==> config.mk <==
export PLATFORM = sky130hd
export DESIGN_NAME = hpb_wr_sched
export DESIGN_NICKNAME = d
export VERILOG_FILES = /design/src/rtl/hpb_wr_sched.sv
export SDC_FILE = /design/constraint.sdc
export NUM_CORES = 1
export LEC_CHECK = 0
export CORE_ASPECT_RATIO = 1.75
export CORE_UTILIZATION = 45
export DETAILED_ROUTE_END_ITERATION = 6
export GPL_TIMING_DRIVEN = 0
export PLACE_DENSITY_LB_ADDON = 0.25
export SYNTH_ARGS = -nofsm -noshare
export SYNTH_HDL_FRONTEND = slang
export SYNTH_SLANG_ARGS = --single-unit
==> constraint.sdc <==
create_clock -name clk -period 3.7 [get_ports clk]
set_clock_uncertainty 0.1 [all_clocks]
set_input_delay 0.74 -clock clk [delete_from_list [all_inputs] [get_ports clk]]
set_output_delay 0.74 -clock clk [all_outputs]
set_load 0.02 [all_outputs]
Fig. 1: run 1, logic cells by family
Bar = 50 µm.
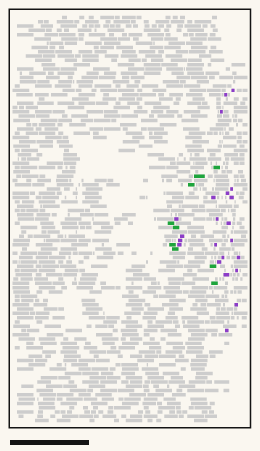
- green: fa/ha/maj cells (cells 9; where middle right)
- purple: and/or cells (cells 22; where middle right)
Commonest Layout Cell: edfxtp_1
fraction of area in multi-input gates: 0.183
final std cells w/o fill: 1599

Fig. 2: run 1, wiring by layer
Bar = 50 µm.
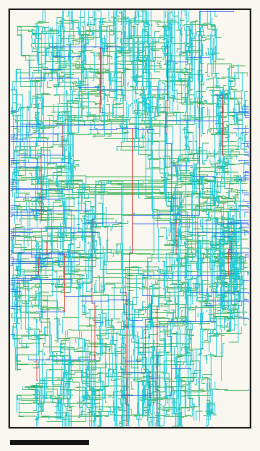
- red: M4 (wire length 960 µm)
- blue: M3 (wire length 1880 µm)
- green: M1 (wire length 13400 µm)
- cyan: M2 (wire length 20.1 mm)
GRT Resource Usage Total: 0.186
average wire per cell in the routed design: 22.7 µm
total via count in the routed design: 8702

Fig. 3: run 1, where the registers sit
Bar = 50 µm.
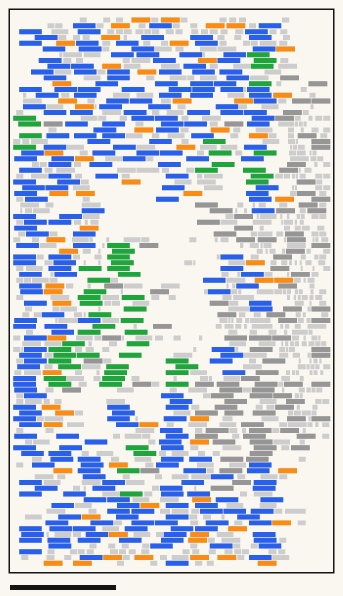
- green: mem_addr_q (sequential cells 56)
- blue: mem_data_q (sequential cells 256; where widely spread)
- orange: hpb_wr_data (sequential cells 64; where widely spread)
- not colored: 96
sequential share of cell area: 0.620
FF/Latch Area: 13500 µm²
Power Sequential: 7.66 mW
final standard cell utilization of the core: 0.565

Fig. 4: run 1, a small window of the routed layout
Bar = 5 µm. Window x 66 to 86, y 175 to 195 µm. Cells in gray, sequential cells in the stronger gray; small squares are vias.
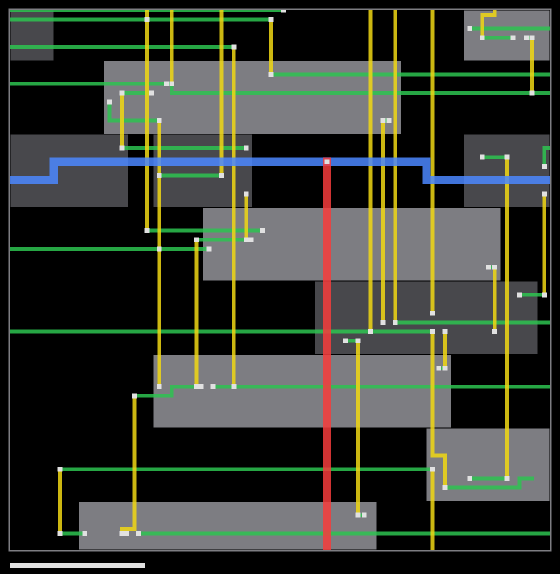
- yellow: M2
- blue: M3
- green: M1
- red: M4
- cells with their middle in the window: 7
- most frequent: edfxtp_1 (4)
- sequential cells in the window: 4

==> run notes <==
Implementation summary

In this run the power spent charging and discharging nets is 5.35 mW. Among all cell types in the netlist, the one instantiated most often is edfxtp_1. The maximum clock path buffer count is 3.

For this run, the final setup violation count is recorded as 0. The timing-limited maximum frequency is 330 MHz. Before antenna repair, the detailed router went through 7 iterations. After detailed routing, the number of vias per cell comes to 5.44. The number of placed instances, taps included is 1520. Summed over all nets, wire length on met3 after detailed routing comes to 1880 µm.

The share of total power dissipated in combinational logic is 0.332. In this run the top signal layer used is met4. STA classifies the critical path startpoint as an input port.

The number of cells reported by Yosys stat comes to 834. The die covers 40200 µm². The die extent in y is 265 µm. For this run, the leading register cell type out of synthesis is edfxtp_1. In this run the power density over the cells is 824 nW/µm².

Measured in cells, the most critical reg-to-reg path has a length of 5. For this design the static power due to leakage is 7.59 nW. The source-to-sink clock delay at the later pin of the worst-skew pair is 0.54 ns. The number of instances in the synthesized netlist is 834. In this run the core area contains 95 standard-cell rows. The floorplan die width is 152 µm. The post-layout period usage of the worst path is 0.819. The part of the total power dissipated in the clock network is 0.242. The checks that failed: design-rule violations. The run finished, with violations left.

Yosys reported that registers with async set or reset make up 0.271. During placement, the flow inserted port buffers numbering 196. The cell sequence reported for the critical path is clkdlybuf4s50_1 -> nor4_1 -> a21oi_1 -> and2_4 -> buf_16.

In this run the clock root is driven by a clkbuf_16. The script computed the net switching share of total power as 0.298. The sum of net half-perimeters after detailed placement is 22600 µm. The sum of met2 wire segment lengths after detailed routing is 20100 µm. CTS saw 472 sinks.

Of the synthesized area, sequential elements account for 0.764. The number of clock buffers inserted by TritonCTS is 43. Entering global routing, the biggest net connects 85 pins. The starting density of the core is 0.459.

The minimum clock period after layout is 3.03 ns. The remaining antenna violation count is 0. The endpoint class of the critical path is a flip-flop. The first global-routing pass estimated 56000 µm of wire. The share of layout cells above drive strength 1 is 0.253. The sum of negative setup slack is 0 ns. Per the detail_route report, DRC violations left total 22.

At the worst endpoint, the arrival time is 3.14 ns. The mean instance size in the synthesized netlist is 21.2 µm². For this block, the routed nets add up to 36300 µm of wire. The number of hold buffers added after cts is 0. The number of warnings the tools reported is 31. The relative slew slack is 0.493. The number of gates resized after CTS was 0. In this run the post-CTS setup repair buffer count came out at 0.

For this run the aggregate overflow at the end of global routing stands at 0. The number of global-route vias before repair is 9613. The number of enable flip-flop cells is 344.

The area of the core is 38600 µm². On the reported timing paths, the clock transition at the registers reads 0.06 ns. Detailed-route iteration 0 reported a violation count of 421.

The number of nets at the end of the flow is 1181. The synthesized netlist contains 48 unique library cells. The start-to-end type of the worst setup path is input port to flip-flop. For this run, the script counts the antenna cells in the layout as 0. In the synthesis report, Yosys lists the chip area as 17700 µm². Looking at area per cell type in the netlist, the leader is edfxtp_1.

Per the CTS log, the maximum H-tree level is 2. The maximum cell stage delay along the critical path is 0.75 ns. The Yosys step of the flow raised 0 warnings.

The mapped netlist covers 17700 µm². The area growth from synthesis to final layout is 23.1%. The TritonCTS clock tree is yes.

When the netlist entered floorplanning its net count stood at 935. The register with the most flip-flops in the layout has 256 of them. In this run the count of I/O pins placed on the die edge is 198. The share of total power dissipated in sequential elements is 0.426.

The final number of max-transition violations is 0. The worst vdd rail ir drop is 0.000472 V. The internal power of the cells is 12.6 mW.

Ranked by instance count, the synthesized netlist is headed by 344 x edfxtp_1, 128 x dfrtp_1, 88 x mux2_2. The detailed router put a total of 13400 µm of wire on met1. In this run the worst path has a maximum fanout of 45.

The register-to-register path setup slack is 0.90 ns. RePlAce ended its routability-driven mode at a weighted congestion of 0.775. Looking at the max-slew report, the worst-margin pin has a slew of 0.761 ns. The number of antenna violations at the first check in global routing came to 0. The number of register bits inferred by synthesis is 472. In the final layout, the fill cell count is 2972. The cell at the slowest stage of the critical path is and2_4. In this run the maximum-capacitance check reported violations numbering 0. The path category of the worst min-delay check is input port to asynchronous set/reset pin. For reference, the top cells by area after synthesis are edfxtp_1 58%, dfrtp_1 18%, mux4_2 11%, mux2_2 5.6%, xnor2_1 0.84%. The share of synthesized area in the top cell type comes to 0.583.

Hold-check failures listed in the final report amount to 0. The data required time at the worst endpoint is 3.81 ns. Setup repair after global routing left no endpoint under its margin.
[run 1: cell type report]
class,instances,area (µm²),area share
Timing Repair Buffer,201,2100,0.0963
Inverter,7,28.8,0.00132
Sequential cell,472,13500,0.620
Multi-Input combinational cell,322,3990,0.183
Clock buffer,62,1230,0.0564
Buffer,33,179,0.00820
Clock inverter,17,146,0.00671
Tap cell,485,607,0.0278
[run 1: per-layer routing]
layer  vias up  track usage
li1       3846            -
met4         0       0.0629
met3        60       0.0351
met2       214        0.352
met1      4582        0.209
met5         -            0
[run 1: cells in the final DEF, fill, tap and decap left out, types with 9 or more instances in the layout]
cell and instances:
mux4_2 86, nand3_1 12, nand2_1 16, nor2_1 9, xnor2_1 17, clkdlybuf4s50_1 195, dfrtp_1 128, edfxtp_1 344
clkbuf_1 24, mux2_2 88, buf_2 17, clkbuf_16 45
[run 1: power by group through the flow]
stage	registers, mW	logic [mW]	clock network (mW)
3_3_place_gp	7.78	5.95	0
6_report	7.66	5.96	4.35
4_1_cts	7.68	6.14	4.47
2_1_floorplan	8.28	3.13	0
3_5_place_dp	7.78	6.12	0
5_1_grt	7.79	6.39	4.64
[run 1: stage by stage]
| step | power, mW | hold WS (ns) | setup slack [ns] | area [µm²] |
|---|---|---|---|---|
| after floorplan | 11.4 | 0.344 | 0.885 | 17700 |
| after global placement | 13.7 | 0.364 | -4.62 | 20300 |
| after detailed placement | 13.9 | 0.382 | 0.0514 | 20400 |
| after CTS | 18.3 | 0.0473 | 0.619 | 21800 |
| after global routing | 18.8 | 0.0708 | 0.479 | 21800 |
| final | 18.0 | 0.0563 | 0.671 | 21800 |
[run 1: worst max-delay path: cells and delay by family]
family	cells	cell delay [ns]
AOI/OAI and AO/OA	1	0.53
buffers and inverters	2	0.99
and+or+nand+nor	2	0.84
[run 1: kinds of logic (layout without fill, tap and decap cells)]
group | Yosys count | after routing | share of synthesized area
flops | 472 | 472 | 0.764
mux | 174 | 174 | 0.165
simple gates | 87 | 87 | 0.0306
buf+inv | 40 | 320 | 0.0117
compound gates | 29 | 29 | 0.0105
xor+xnor | 23 | 23 | 0.0114
fa+ha+maj | 9 | 9 | 0.00678
Power figures rest on the tool's default switching activity, not on a simulated workload.
